==> src/rtl/cache_pkg.sv <==
// Cache-side state enums, including the RAM port arbiter FSM.
package cache_pkg;
  localparam int unsigned BLOCK_WORDS = 2;

  typedef enum logic [1:0] {
    IC_IDLE,
    IC_FETCH
  } icache_state_t;

  typedef enum logic [2:0] {
    DC_IDLE,
    DC_WB0,
    DC_WB1,
    DC_LD0,
    DC_LD1
  } dcache_state_t;

  typedef enum logic [1:0] {
    ARB_IDLE,
    ARB_IGRANT,
    ARB_DGRANT
  } arb_state_t;
endpackage

==> src/rtl/cpu_types_pkg.sv <==
// Shared CPU-wide types: RAM handshake state and the machine word.
package cpu_types_pkg;
  typedef logic [31:0] word_t;

  typedef enum logic [1:0] {
    FREE,
    BUSY,
    ACCESS,
    ERROR
  } ramstate_t;
endpackage

==> src/rtl/arb_fair_cnt.sv <==
// Saturating count of data-cache completions, cleared when the icache
// gets its turn. hit_o flags the completion that reaches the limit.
module arb_fair_cnt #(
  parameter int unsigned LIMIT = 4
) (
  input  logic clk_i,
  input  logic rst_ni,
  input  logic inc_i,
  input  logic clr_i,
  output logic hit_o,
  output logic full_o
);
  localparam int unsigned W = $clog2(LIMIT + 1);
  localparam logic [W-1:0] LIM = W'(LIMIT);
  localparam logic [W-1:0] LIM_M1 = W'(LIMIT - 1);

  logic [W-1:0] cnt_q;
  logic [W-1:0] cnt_d;

  always_comb begin
    cnt_d = cnt_q;
    if (clr_i) begin
      cnt_d = '0;
    end else if (inc_i && cnt_q != LIM) begin
      cnt_d = cnt_q + 1'b1;
    end
  end

  always_ff @(posedge clk_i or negedge rst_ni) begin
    if (!rst_ni) begin
      cnt_q <= '0;
    end else begin
      cnt_q <= cnt_d;
    end
  end

  assign hit_o = inc_i && (cnt_q >= LIM_M1);
  assign full_o = (cnt_q == LIM);
endmodule

==> src/rtl/cache_mem_arbiter.sv <==
// RAM port arbiter: dcache priority with block-long grants.
// ARB_FAIRNESS_EN adds a DLIMIT-word starvation guard for the icache.
module cache_mem_arbiter
  import cpu_types_pkg::*;
  import cache_pkg::*;
#(
  parameter int unsigned DLIMIT = 4
) (
  input  logic      CLK,
  input  logic      nRST,
  input  logic      iREN,
  input  word_t     iaddr,
  output logic      iwait,
  output word_t     iload,
  input  logic      dREN,
  input  logic      dWEN,
  input  word_t     daddr,
  input  word_t     dstore,
  output logic      dwait,
  output word_t     dload,
  output logic      ramREN,
  output logic      ramWEN,
  output word_t     ramaddr,
  output word_t     ramstore,
  input  word_t     ramload,
  input  ramstate_t ramstate
);
  if (DLIMIT == 0 || (DLIMIT % 2) != 0) begin : g_bad_dlimit
    $error("DLIMIT must be even and nonzero");
  end

  arb_state_t state_q;
  arb_state_t state_d;

  logic dreq;
  logic acc;
  logic icomp;
  logic dcomp;
  logic f_rel;
  logic f_pri;

  assign dreq  = dREN | dWEN;
  assign acc   = (ramstate == ACCESS);
  assign icomp = (state_q == ARB_IGRANT) && iREN && acc;
  assign dcomp = (state_q == ARB_DGRANT) && dreq && acc;

`ifdef ARB_FAIRNESS_EN
  logic f_hit;
  logic f_full;
  logic f_clr;

  assign f_clr = icomp || ((state_d == ARB_IDLE) && !iREN);
  assign f_rel = f_hit && iREN;
  assign f_pri = f_full && iREN;

  arb_fair_cnt #(
    .LIMIT(DLIMIT)
  ) u_fair_cnt (
    .clk_i (CLK),
    .rst_ni(nRST),
    .inc_i (dcomp),
    .clr_i (f_clr),
    .hit_o (f_hit),
    .full_o(f_full)
  );
`else
  assign f_rel = 1'b0;
  assign f_pri = 1'b0;
`endif

  always_comb begin
    state_d = state_q;
    unique case (state_q)
      ARB_IDLE: begin
        if (f_pri) begin
          state_d = ARB_IGRANT;
        end else if (dreq) begin
          state_d = ARB_DGRANT;
        end else if (iREN) begin
          state_d = ARB_IGRANT;
        end
      end
      ARB_IGRANT: begin
        if (!iREN || acc) begin
          state_d = ARB_IDLE;
        end
      end
      ARB_DGRANT: begin
        // forced release lands only on a completion, i.e. a block edge
        if (!dreq || (dcomp && f_rel)) begin
          state_d = ARB_IDLE;
        end
      end
      default: state_d = ARB_IDLE;
    endcase
  end

  always_ff @(posedge CLK or negedge nRST) begin
    if (!nRST) begin
      state_q <= ARB_IDLE;
    end else begin
      state_q <= state_d;
    end
  end

  always_comb begin
    ramREN   = 1'b0;
    ramWEN   = 1'b0;
    ramaddr  = '0;
    ramstore = '0;
    iwait    = 1'b1;
    dwait    = 1'b1;
    iload    = '0;
    dload    = '0;
    unique case (state_q)
      ARB_IGRANT: begin
        ramREN  = iREN;
        ramaddr = iaddr;
        iwait   = !icomp;
        iload   = ramload;
      end
      ARB_DGRANT: begin
        ramREN   = dREN;
        ramWEN   = dWEN;
        ramaddr  = daddr;
        ramstore = dstore;
        dwait    = !dcomp;
        dload    = ramload;
      end
      default: begin
      end
    endcase
  end
endmodule

==> config.mk <==
export PLATFORM = sky130hd
export DESIGN_NAME = cache_mem_arbiter
export DESIGN_NICKNAME = d
export VERILOG_FILES = /design/src/rtl/cache_pkg.sv /design/src/rtl/cpu_types_pkg.sv /design/src/rtl/arb_fair_cnt.sv /design/src/rtl/cache_mem_arbiter.sv
export SDC_FILE = /design/constraint.sdc
export NUM_CORES = 1
export LEC_CHECK = 0
export CAP_MARGIN = 15
export CORE_AREA = 2 2 102 104
export DETAILED_ROUTE_END_ITERATION = 16
export DIE_AREA = 0 0 104 106
export GPL_ROUTABILITY_DRIVEN = 0
export PLACE_DENSITY = 0.66
export SETUP_SLACK_MARGIN = 0.02
export SYNTH_ARGS = -nofsm -noshare
export SYNTH_HDL_FRONTEND = slang
export SYNTH_SLANG_ARGS = --single-unit
==> constraint.sdc <==
create_clock -name CLK -period 2.5 [get_ports CLK]
set_input_delay 0.75 -clock CLK [delete_from_list [all_inputs] [get_ports CLK]]
set_output_delay 0.75 -clock CLK [all_outputs]
set_load 0.03 [all_outputs]
==> impl_metrics.yaml <==
# yosys + openroad results
status:
  status: "complete, no violations"
timing:
  finalSetupTns_ns: 0
  rsz0062_at_grt: "false"
  tightest_slew_ns: 0.1964
  max_freq_ghz: 0.4089
  period_needed_ns: 2.446
  setup-violations-final: 0
  finalMaxSlewViolations: 0
  final_hold_viol_count: 0
  setup_slack_ns: 0.05422
  post-route-period-util_pct: 97.83
clock_tree:
  clk_latency_ns: 0.21
  clk_pin_slew_ns: 0.03
  clockBufferDepth: 2
  cts_tree: "done"
  cts.sinks: 2
cells_and_area:
  largest_register_ffs: 2
  drive_gt1_share_pct: 31.68
  areaGrowthSynthToFinish_pct: 194.1
  fillers: 1043
  top_register: "state_q"
  largestRegisters: "state_q: 2 flops"
  fin_nets: 605
  stdcell_count: 600
worst_setup_path:
  max_stage_delay_ns: 0.47
  worstPathArrival_ns: 1.70
  path_cells: "clkdlybuf4s50_1, nor2b_4, buf_6, nand3b_1, buf_6"
  critPathRequiredTime_ns: 1.75
  r2r_start: "state_q[1]$_DFFE_PN0P_"
  critPathTopFamily: "buffers and inverters"
  crit_path_max_fanout: 2
  crit_type: "in2out"
  crit_path_start_kind: "input pin"
  cp_slowest_cell: "clkdlybuf4s50_1"
die:
  die_w_um: 104
  io_pins: 267
  fp_util_pct: 13.56
  die_y_um: 106
global_route:
  grt_overflow: 0
  grt_pass1_wl_um: 11650
  track_usage_pct: 12.57
synth:
  ys_ff: 2
  yosys.area.top_type_share_pct: 44.74
  yosys_warnings: 0
  synth_nets: 345
  top_cells_by_area: "and2_1, a22oi_1, nor2b_1"
  synth_area_sq_mm: 0.001356
  ys_types: 21
  syn_inst: 206
  largest_area_cell: "and2_1"
placed_design:
  place_area_sq_mm: 0.003902
  place_ws_ns: -0.3220
  place_inst: 596
pwr:
  leakagePower_nw: 1.810
  p_per_area_mw_per_mm2: 886.3
hold_path:
  hold_depth: 1
  min_path_type: "reg2reg"
  whs_endpoint: "state_q[0]$_DFFE_PN0P_"
routing:
  vias: 2383
  viasPerCell: 3.972
  first_pass_iters: 4
  drc_errors: 0
  dr_wl_met3_um: 548
job:
  cap_violations: 0
  warning_count: 29
==> power breakdown <==
group	total [mW]	switching, mW	internal, mW	leakage, nW
Clock	0.125	0.0231	0.102	0.0216
Sequential	0.0622	0.0175	0.0446	0.0257
Combinational	3.35	1.91	1.44	1.76
Total	3.54	1.95	1.58	1.81
==> cell usage after synthesis (all sizes together) <==
library cell,n
a21boi,1
dfrtp,2
nand2,3
nand3b,1
o221a,1
nor2b,34
a211o,1
ha,4
inv,2
a22oi,32
buf,13
and2,97
o211ai,1
nor2,2
nor3b,1
o21ai,2
clkbuf,7
nand3,1
o2bb2ai,1
==> metal layers <==
layer	track usage, %	up-vias
li1	-	1194
met5	0	-
met1	14.34	1058
met2	24.01	123
met4	3.282	0
met3	2.207	8
==> cells by family (layout without fill, tap and decap cells) <==
logic type	after synthesis	in the layout	share of synthesized area (%)
compound gates	39	39	21.68
fa+ha+maj	4	4	3.690
buf+inv	22	280	7.657
flops	2	2	3.690
simple gates	139	139	63.28
==> what timing repair did <==
action,CTS,global route
gates resized,9,5
setup buffers,0,1
endpoints found under the hold margin,0,0
pin swaps,1,0
gates cloned,0,1
endpoints found under the setup margin,3,3
==> worst max-delay path by stage <==
stage                      startpoint  slack [ns]      to  cells past startpoint
4_1_cts                   ramstate[1]        0.02   dwait                      5
6_report                  ramstate[1]        0.05   dwait                      5
2_1_floorplan  state_q[0]$_DFFE_PN0P_        0.11  ramREN                      5
5_1_grt                   ramstate[1]        0.03   dwait                      5
3_5_place_dp              ramstate[1]       -0.32   iwait                      4
3_3_place_gp              ramstate[1]       -0.31   iwait                      4
==> layout make-up <==
cell class | instances | share of cell area (%)
clock buffer | 3 | 1.035
tap | 136 | 4.266
sequential | 2 | 1.255
multi-input combinational | 182 | 30.46
inverter | 2 | 0.1882
timing repair buffer | 275 | 62.80
congestion_map.png
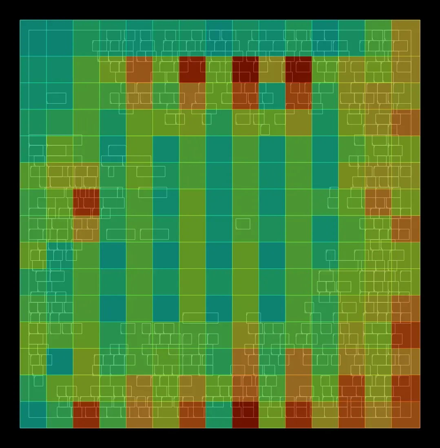
drt wl/cell: 13.58 um
met1 GRT Util: 14.34%
busiest grt layer: met2
met3 usage: 2.207%
routing usage on met2: 24.01%

port_trees.png
The bar under the picture is 20 um long.
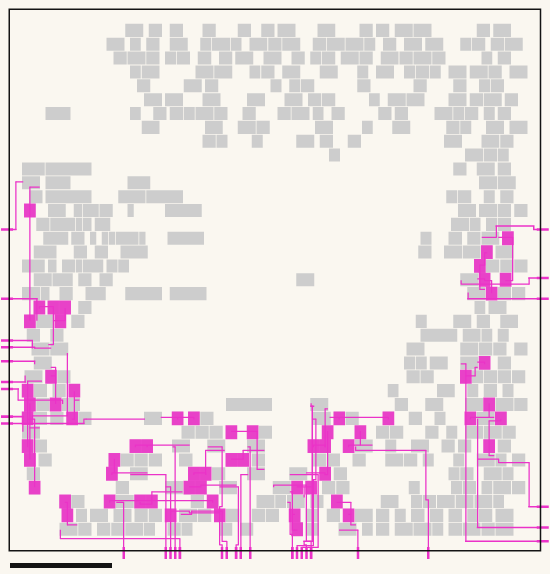
magenta -> `ramload`  # bits 32, direction input, edge 17 south, 9 west, 6 east, end cells 64, wire 938 um

Power and IR drop assume default switching activity.
